**src/rtl/pb_pack.sv**
```systemverilog
// Shared widths, constants and types for the program-buffer instruction path.
package pb_pack;

  localparam int globalAddress_width = 64;
  localparam int data_width          = 32;
  localparam int IMEM_DEPTH          = 256;

  typedef logic [globalAddress_width-1:0] gaddr_t;
  typedef logic [data_width-1:0]          word_t;

  // addi x0, x0, 0
  localparam word_t NOP_INSTR = 32'h00000013;

  typedef enum logic [1:0] {
    ST_RUN,
    ST_HALT,
    ST_LOAD,
    ST_RELEASE
  } imem_ctrl_state_t;

  // Registered fetch response: valid plus the select that substitutes a NOP.
  typedef struct packed {
    logic vld;
    logic nop;
  } fetch_rsp_t;

  // Full-width compare so aliased high addresses never hit the RAM.
  function automatic logic addr_in_range(input gaddr_t addr, input int depth);
    return addr < gaddr_t'(depth);
  endfunction

endpackage

```
**src/rtl/pb_imem_ctrl_if.sv**
```systemverilog
// Loader, fetch and RAM-port signals of the instruction-memory controller.
interface pb_imem_ctrl_if
  import pb_pack::*;
#(
  parameter int MEM_DEPTH = IMEM_DEPTH
) ();

  localparam int AW = $clog2(MEM_DEPTH);

  logic          load_mode_i;
  logic          wr_valid_i;
  logic          wr_ready_o;
  gaddr_t        wr_addr_i;
  word_t         wr_data_i;
  logic          fetch_req_i;
  gaddr_t        fetch_addr_i;
  logic          fetch_gnt_o;
  logic          fetch_rvalid_o;
  word_t         fetch_rdata_o;
  logic          mem_en_o;
  logic          mem_we_o;
  logic [AW-1:0] mem_addr_o;
  word_t         mem_wdata_o;
  word_t         mem_rdata_i;
  logic          core_rst_o;
  logic [AW:0]   load_count_o;
  logic          err_o;

  modport slave (
    input  load_mode_i, wr_valid_i, wr_addr_i, wr_data_i,
           fetch_req_i, fetch_addr_i, mem_rdata_i,
    output wr_ready_o, fetch_gnt_o, fetch_rvalid_o, fetch_rdata_o,
           mem_en_o, mem_we_o, mem_addr_o, mem_wdata_o,
           core_rst_o, load_count_o, err_o
  );

  modport master (
    output load_mode_i, wr_valid_i, wr_addr_i, wr_data_i,
           fetch_req_i, fetch_addr_i, mem_rdata_i,
    input  wr_ready_o, fetch_gnt_o, fetch_rvalid_o, fetch_rdata_o,
           mem_en_o, mem_we_o, mem_addr_o, mem_wdata_o,
           core_rst_o, load_count_o, err_o
  );

endinterface

```
**src/rtl/pb_release_timer.sv**
```systemverilog
// Settle timer: done rises CYCLES-1 cycles after start (or after reset).
module pb_release_timer #(
  parameter int CYCLES = 4
) (
  input  logic clk,
  input  logic rst,
  input  logic start,
  output logic done
);

  localparam int W = (CYCLES > 1) ? $clog2(CYCLES) : 1;
  localparam logic [W-1:0] LOAD_VAL = W'(CYCLES - 1);

  logic [W-1:0] cnt;

  always_ff @(posedge clk or posedge rst) begin
    if (rst)               cnt <= LOAD_VAL;
    else if (start)        cnt <= LOAD_VAL;
    else if (cnt != '0)    cnt <= cnt - W'(1);
  end

  assign done = (cnt == '0);

endmodule

```
**src/rtl/pb_imem_ctrl.sv**
```systemverilog
// Arbitrates the single instruction-RAM port between the JTAG program loader
// and core fetch, holding the core in reset while a program is loaded.
module pb_imem_ctrl
  import pb_pack::*;
#(
  parameter int MEM_DEPTH      = IMEM_DEPTH,
  parameter int RELEASE_CYCLES = 4
) (
  input  logic           clk_i,
  input  logic           rst_i,
  pb_imem_ctrl_if.slave  bus
);

  localparam int AW = $clog2(MEM_DEPTH);
  localparam int CW = AW + 1;
  localparam logic [CW-1:0] COUNT_MAX = CW'(MEM_DEPTH);

  imem_ctrl_state_t state, state_nxt;
  fetch_rsp_t       rsp_q;

  logic          rel_start, rel_done;
  logic          wr_fire, wr_in_range, fetch_in_range, fetch_gnt;
  logic          mem_en, mem_we;
  logic [AW-1:0] mem_addr;
  word_t         mem_wdata;
  logic [CW-1:0] load_count;
  logic          err, core_rst;

  assign wr_in_range    = addr_in_range(bus.wr_addr_i, MEM_DEPTH);
  assign fetch_in_range = addr_in_range(bus.fetch_addr_i, MEM_DEPTH);

  // Timer only needs kicking on entry; the reset state is already counting.
  assign rel_start = (state != ST_RELEASE) && (state_nxt == ST_RELEASE);

  pb_release_timer #(
    .CYCLES (RELEASE_CYCLES)
  ) u_release_timer (
    .clk   (clk_i),
    .rst   (rst_i),
    .start (rel_start),
    .done  (rel_done)
  );

  always_comb begin
    state_nxt = state;
    fetch_gnt = 1'b0;
    wr_fire   = 1'b0;
    mem_en    = 1'b0;
    mem_we    = 1'b0;
    mem_addr  = '0;
    mem_wdata = '0;
    case (state)
      ST_RUN: begin
        // Load request wins over a same-cycle fetch so HALT sees no new grant.
        fetch_gnt = bus.fetch_req_i & ~bus.load_mode_i;
        if (fetch_gnt && fetch_in_range) begin
          mem_en   = 1'b1;
          mem_addr = bus.fetch_addr_i[AW-1:0];
        end
        if (bus.load_mode_i) state_nxt = ST_HALT;
      end
      ST_HALT: state_nxt = ST_LOAD;
      ST_LOAD: begin
        wr_fire = bus.wr_valid_i;
        if (wr_fire && wr_in_range) begin
          mem_en    = 1'b1;
          mem_we    = 1'b1;
          mem_addr  = bus.wr_addr_i[AW-1:0];
          mem_wdata = bus.wr_data_i;
        end
        if (!bus.load_mode_i) state_nxt = ST_RELEASE;
      end
      ST_RELEASE: begin
        if (bus.load_mode_i) state_nxt = ST_HALT;
        else if (rel_done)   state_nxt = ST_RUN;
      end
      default: state_nxt = ST_RELEASE;
    endcase
  end

  always_ff @(posedge clk_i or posedge rst_i) begin
    if (rst_i) begin
      state      <= ST_RELEASE;
      core_rst   <= 1'b1;
      rsp_q      <= '0;
      load_count <= '0;
      err        <= 1'b0;
    end else begin
      state     <= state_nxt;
      core_rst  <= (state_nxt != ST_RUN);
      rsp_q.vld <= fetch_gnt;
      rsp_q.nop <= fetch_gnt & ~fetch_in_range;
      if (state == ST_HALT) begin
        load_count <= '0;
        err        <= 1'b0;
      end else if (wr_fire) begin
        if (!wr_in_range)                err        <= 1'b1;
        else if (load_count != COUNT_MAX) load_count <= load_count + CW'(1);
      end
    end
  end

  assign bus.fetch_gnt_o    = fetch_gnt;
  assign bus.wr_ready_o     = (state == ST_LOAD);
  assign bus.mem_en_o       = mem_en;
  assign bus.mem_we_o       = mem_we;
  assign bus.mem_addr_o     = mem_addr;
  assign bus.mem_wdata_o    = mem_wdata;
  assign bus.fetch_rvalid_o = rsp_q.vld;
  assign bus.fetch_rdata_o  = !rsp_q.vld ? '0 :
                              rsp_q.nop  ? NOP_INSTR : bus.mem_rdata_i;
  assign bus.core_rst_o     = core_rst;
  assign bus.load_count_o   = load_count;
  assign bus.err_o          = err;

endmodule
```
**src/flat_wrapper.sv**
```systemverilog
// flat-port wrapper written by rule: the top's interface ports become plain ports
module pb_imem_ctrl_flat import pb_pack::*;
#(
  parameter int MEM_DEPTH      = IMEM_DEPTH,
  parameter int RELEASE_CYCLES = 4
)
  (clk_i, rst_i, bus_load_mode_i, bus_wr_valid_i, bus_wr_addr_i, bus_wr_data_i, bus_fetch_req_i, bus_fetch_addr_i, bus_mem_rdata_i, bus_wr_ready_o, bus_fetch_gnt_o, bus_fetch_rvalid_o, bus_fetch_rdata_o, bus_mem_en_o, bus_mem_we_o, bus_mem_addr_o, bus_mem_wdata_o, bus_core_rst_o, bus_load_count_o, bus_err_o);
  pb_imem_ctrl_if #(.MEM_DEPTH(MEM_DEPTH)) bus_i ();
  input  logic clk_i;
  input  logic rst_i;
  input wire logic [$bits(bus_i.load_mode_i)-1:0] bus_load_mode_i;
  input wire logic [$bits(bus_i.wr_valid_i)-1:0] bus_wr_valid_i;
  input wire logic [$bits(bus_i.wr_addr_i)-1:0] bus_wr_addr_i;
  input wire logic [$bits(bus_i.wr_data_i)-1:0] bus_wr_data_i;
  input wire logic [$bits(bus_i.fetch_req_i)-1:0] bus_fetch_req_i;
  input wire logic [$bits(bus_i.fetch_addr_i)-1:0] bus_fetch_addr_i;
  input wire logic [$bits(bus_i.mem_rdata_i)-1:0] bus_mem_rdata_i;
  output wire logic [$bits(bus_i.wr_ready_o)-1:0] bus_wr_ready_o;
  output wire logic [$bits(bus_i.fetch_gnt_o)-1:0] bus_fetch_gnt_o;
  output wire logic [$bits(bus_i.fetch_rvalid_o)-1:0] bus_fetch_rvalid_o;
  output wire logic [$bits(bus_i.fetch_rdata_o)-1:0] bus_fetch_rdata_o;
  output wire logic [$bits(bus_i.mem_en_o)-1:0] bus_mem_en_o;
  output wire logic [$bits(bus_i.mem_we_o)-1:0] bus_mem_we_o;
  output wire logic [$bits(bus_i.mem_addr_o)-1:0] bus_mem_addr_o;
  output wire logic [$bits(bus_i.mem_wdata_o)-1:0] bus_mem_wdata_o;
  output wire logic [$bits(bus_i.core_rst_o)-1:0] bus_core_rst_o;
  output wire logic [$bits(bus_i.load_count_o)-1:0] bus_load_count_o;
  output wire logic [$bits(bus_i.err_o)-1:0] bus_err_o;
  assign bus_i.load_mode_i = bus_load_mode_i;
  assign bus_i.wr_valid_i = bus_wr_valid_i;
  assign bus_i.wr_addr_i = bus_wr_addr_i;
  assign bus_i.wr_data_i = bus_wr_data_i;
  assign bus_i.fetch_req_i = bus_fetch_req_i;
  assign bus_i.fetch_addr_i = bus_fetch_addr_i;
  assign bus_i.mem_rdata_i = bus_mem_rdata_i;
  assign bus_wr_ready_o = bus_i.wr_ready_o;
  assign bus_fetch_gnt_o = bus_i.fetch_gnt_o;
  assign bus_fetch_rvalid_o = bus_i.fetch_rvalid_o;
  assign bus_fetch_rdata_o = bus_i.fetch_rdata_o;
  assign bus_mem_en_o = bus_i.mem_en_o;
  assign bus_mem_we_o = bus_i.mem_we_o;
  assign bus_mem_addr_o = bus_i.mem_addr_o;
  assign bus_mem_wdata_o = bus_i.mem_wdata_o;
  assign bus_core_rst_o = bus_i.core_rst_o;
  assign bus_load_count_o = bus_i.load_count_o;
  assign bus_err_o = bus_i.err_o;
  pb_imem_ctrl #(.MEM_DEPTH(MEM_DEPTH), .RELEASE_CYCLES(RELEASE_CYCLES)) u_core (.clk_i(clk_i), .rst_i(rst_i), .bus(bus_i));
endmodule
```
**config.mk**
```make
export PLATFORM = sky130hd
export DESIGN_NAME = pb_imem_ctrl_flat
export DESIGN_NICKNAME = d
export VERILOG_FILES = /design/src/rtl/pb_pack.sv /design/src/rtl/pb_imem_ctrl_if.sv /design/src/rtl/pb_release_timer.sv /design/src/rtl/pb_imem_ctrl.sv /design/src/flat_wrapper.sv
export SDC_FILE = /design/constraint.sdc
export NUM_CORES = 1
export LEC_CHECK = 0
export CORE_AREA = 3 3 109 111
export DETAILED_ROUTE_END_ITERATION = 7
export DIE_AREA = 0 0 112 114
export MAX_ROUTING_LAYER = met4
export PLACE_DENSITY = 0.57
export SLEW_MARGIN = 20
export SYNTH_ARGS = -nofsm -noshare
export SYNTH_HDL_FRONTEND = slang
export SYNTH_HIERARCHICAL = 1
export SYNTH_SLANG_ARGS = --single-unit
```
**constraint.sdc**
```tcl
create_clock -name clk_i -period 3.5 [get_ports clk_i]
set_input_delay 0.875 -clock clk_i [delete_from_list [all_inputs] [get_ports clk_i]]
set_output_delay 0.875 -clock clk_i [all_outputs]
set_load 0.005 [all_outputs]
```
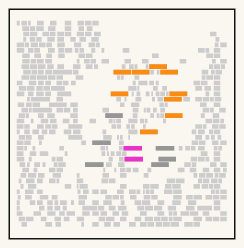
Figure 1: run 1, sequential cells colored by netlist name.
Drawn at 2 px/um. Other sequential cells in the stronger gray, the rest of the logic in the fainter gray.
Key: `u_core/bus.load_count_o` = orange [sequential cells 9]; `u_core/state` = magenta [sequential cells 2]
Another 6 sequential cells are not colored.
Final Core Density: 0.476
total sequential power: 0.288 mW

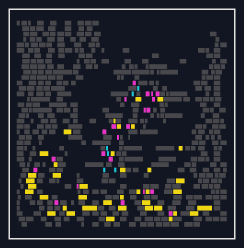
Figure 2: run 1, gate families picked out.
Drawn at 2 px/um.
Key: inverters = cyan [cells 6, most used inv_1]; NOR gates = yellow [cells 39, most used nor4_2]; NAND gates = magenta [cells 22, most used nand4_1]
most frequent logic cell in the layout: clkdlybuf4s50_1
Comb/total area: 0.268
Non-Filler Instances: 656

==> results.toml, run 1 <==
# synthesis and place-and-route metrics
[grt]
grt_pass1_vias = 3217
grt_max_degree = 30

[power_and_ir_drop]
switching_share = 0.311
comb_power_mw = 0.513
ir_drop_v = 0.0000947
p_comb_frac = 0.541

[critical_path]
path_class = "primary input to primary output"
critical-path-top-delay-family = "simple AND/OR/NAND/NOR gates"
crit_path_frequent_cell = "buf_6"

[floorplanning]
initial_core_util = 0.153
die_y_um = 114

[cts]
cts_hold_buf = 0
htreeDepth = 1
cts_setup_buffers = 13

[run_status]
violations = "negative setup slack"
status = "complete, but fails checks"

[cells_and_area]
nNonClkInverters = 6
logic_area_um2 = 1390
areaGrowthSynthToFinish_pct = 210
register_area_um2 = 432

[yosys]
synth-seq-cells = 17
ys_sh_xor = 0.00525
ys_chip_area_um2 = 1670
synthArstFlopShare = 1.00
simple_gate_share = 0.515
fp_nets = 413
synth_warnings = 6

[sta]
setup_tns_ns = -2.64
setup_violations = 35
layout_setup_ws_ns = -0.147
hold_viol = 0

[worst_hold_path]
hold_depth = 2

[routing]
vias_per_cell = 4.38
wl_met2_mm = 6.47
top_layer_used = "met4"
drt_pre_antenna_iters = 4
wl_per_cell_um = 17.7

[placed_design]
placed_area_um2 = 4720
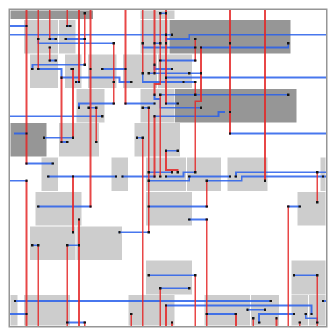
Figure 3: run 1, a small window of the routed layout.
Region (44, 22) to (69, 47) um. Cells in gray, sequential cells in the stronger gray; small squares are vias.
Key: metal 1 = blue; metal 2 = red
Netlist names of flops here include `u_core/state` (2). Sequential cells in the window: 2. Most frequent: clkdlybuf4s50_1 (10), inv_1 (4), buf_4 (3). 32 logic cells have their middle in the window.

Figure 4. Routing congestion (run 1).
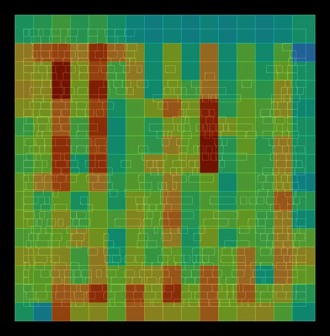

==> run 2: changes to the inputs <==
--- a/config.mk
+++ b/config.mk
@@ -8,8 +8,8 @@
 export CORE_AREA = 3 3 109 111
 export DETAILED_ROUTE_END_ITERATION = 7
 export DIE_AREA = 0 0 112 114
-export MAX_ROUTING_LAYER = met4
 export PLACE_DENSITY = 0.57
+export SKIP_CTS_REPAIR_TIMING = 1
 export SLEW_MARGIN = 20
 export SYNTH_ARGS = -nofsm -noshare
 export SYNTH_HDL_FRONTEND = slang
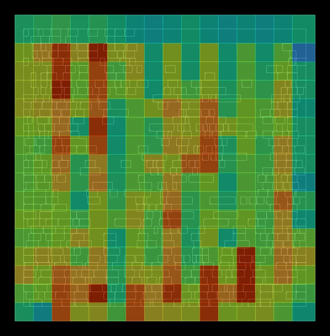
Figure 5: run 2, routing congestion.
Final Core Density: 0.478
GRT Overall Usage: 0.161
GR peak layer: met2
M2 GR Usage: 0.319

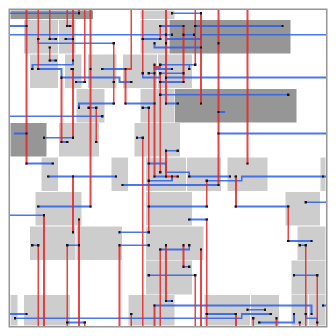
Figure 6: run 2, a small window of the routed layout.
Region (44, 22) to (69, 47) um. Cells in gray, sequential cells in the stronger gray; small squares are vias.
Key: metal 1 = blue; metal 2 = red
34 logic cells have their middle in the window. Most frequent: clkdlybuf4s50_1 (10), buf_4 (4), inv_1 (4). Sequential cells in the window: 2. Netlist names of flops here include `u_core/state` (2).

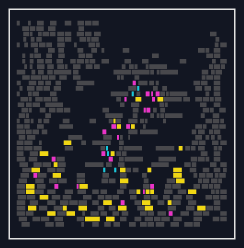
Figure 7: run 2, gate families picked out.
Drawn at 2 px/um.
Key: inverters = cyan [cells 6, most used inv_1]; NOR gates = yellow [cells 39, most used nor4_2]; NAND gates = magenta [cells 22, most used nand4_1]
Comb/total area: 0.263
Non-Filler Instances: 645

==> run 2 against run 1 <==
Compared with the run above: the flow still finishes with violations (negative setup slack); routed wire length rose by 0.59%; total power rose by 1.3%; critical path type unchanged; sequential share of layout area barely moved; register-to-register slack barely moved; first-iteration DRC count fell by 17%.
==> results.toml, run 2 <==
# synthesis and place-and-route metrics
[placed_design]
dpl_worst_slack_ns = -1.04
port_buffers = 284
gp_congestion = 0.944
placed_area_um2 = 4720

[yosys]
ys_top_logic_family = "simple AND/OR/NAND/NOR gates"
simple_gate_share = 0.515
adder_share = 0.0225
synth-compound-area-share = 0.153
synth_top_cell_by_area = "and2_1"
synthArstFlopShare = 1.00
synth_warnings = 6
fp_nets = 413
synth-seq-cells = 17
ys_chip_area_um2 = 1670
synth_cells = 213
ys_sh_xor = 0.00525

[sta]
period_used_share = 1.03
hold_viol = 0
layout_setup_ws_ns = -0.114
setup_tns_ns = -1.56
setup_violations = 31
fin_crit_ns = 3.61

[cells_and_area]
logic_area_um2 = 1370
lay_top_count = "clkdlybuf4s50_1"
register_area_um2 = 432
areaGrowthSynthToFinish_pct = 212
nNonClkInverters = 6
fill_cells = 1065
drive_gt1_frac = 0.228
seq_area_frac = 0.0830
clkCellAreaFrac = 0.00866
nMultiInputCombCells = 178

[run_status]
violations = "negative setup slack"
status = "complete, but fails checks"

[power_and_ir_drop]
ir_drop_v = 0.0000967
clockPowerShare = 0.153
p_comb_frac = 0.547
comb_power_mw = 0.526
switching_share = 0.309
maxPowerGroup = "combinational cells"
powerSeq_mw = 0.288
power_density_nw_per_um2 = 185
p_leak_nw = 2.64

[routing]
vias_per_cell = 4.42
top_layer_used = "met4"
wl_met2_mm = 6.50
drt_pre_antenna_iters = 4
drt-total-wl_mm = 11.7
wl_per_cell_um = 18.1

[grt]
antenna_found_initial = 0
grt_max_degree = 43
grt_pass1_vias = 3024

[floorplanning]
initial_core_util = 0.153
die_y_um = 114

[cts]
numCtsBuffers = 3
path_clk_slew_ns = 0.07
clockBufferDepth = 2
htreeDepth = 1

[critical_path]
path_class = "primary input to primary output"
cp-end-kind = "primary output"
r2r-start = "u_core/state[1]$_DFF_PP1_"
critical_path.slowest_cell = "or4_4"
critical-path-top-delay-family = "simple AND/OR/NAND/NOR gates"
crit_path_start = "bus_wr_addr_i[25]"

[run]
warnings = 28
maxCapViolCount = 0

[worst_hold_path]
hold_path_end = "u_core/bus.err_o$_DFFE_PP0P_"
hold_depth = 2
No activity file was given, so power comes from the tool's default toggle rates.
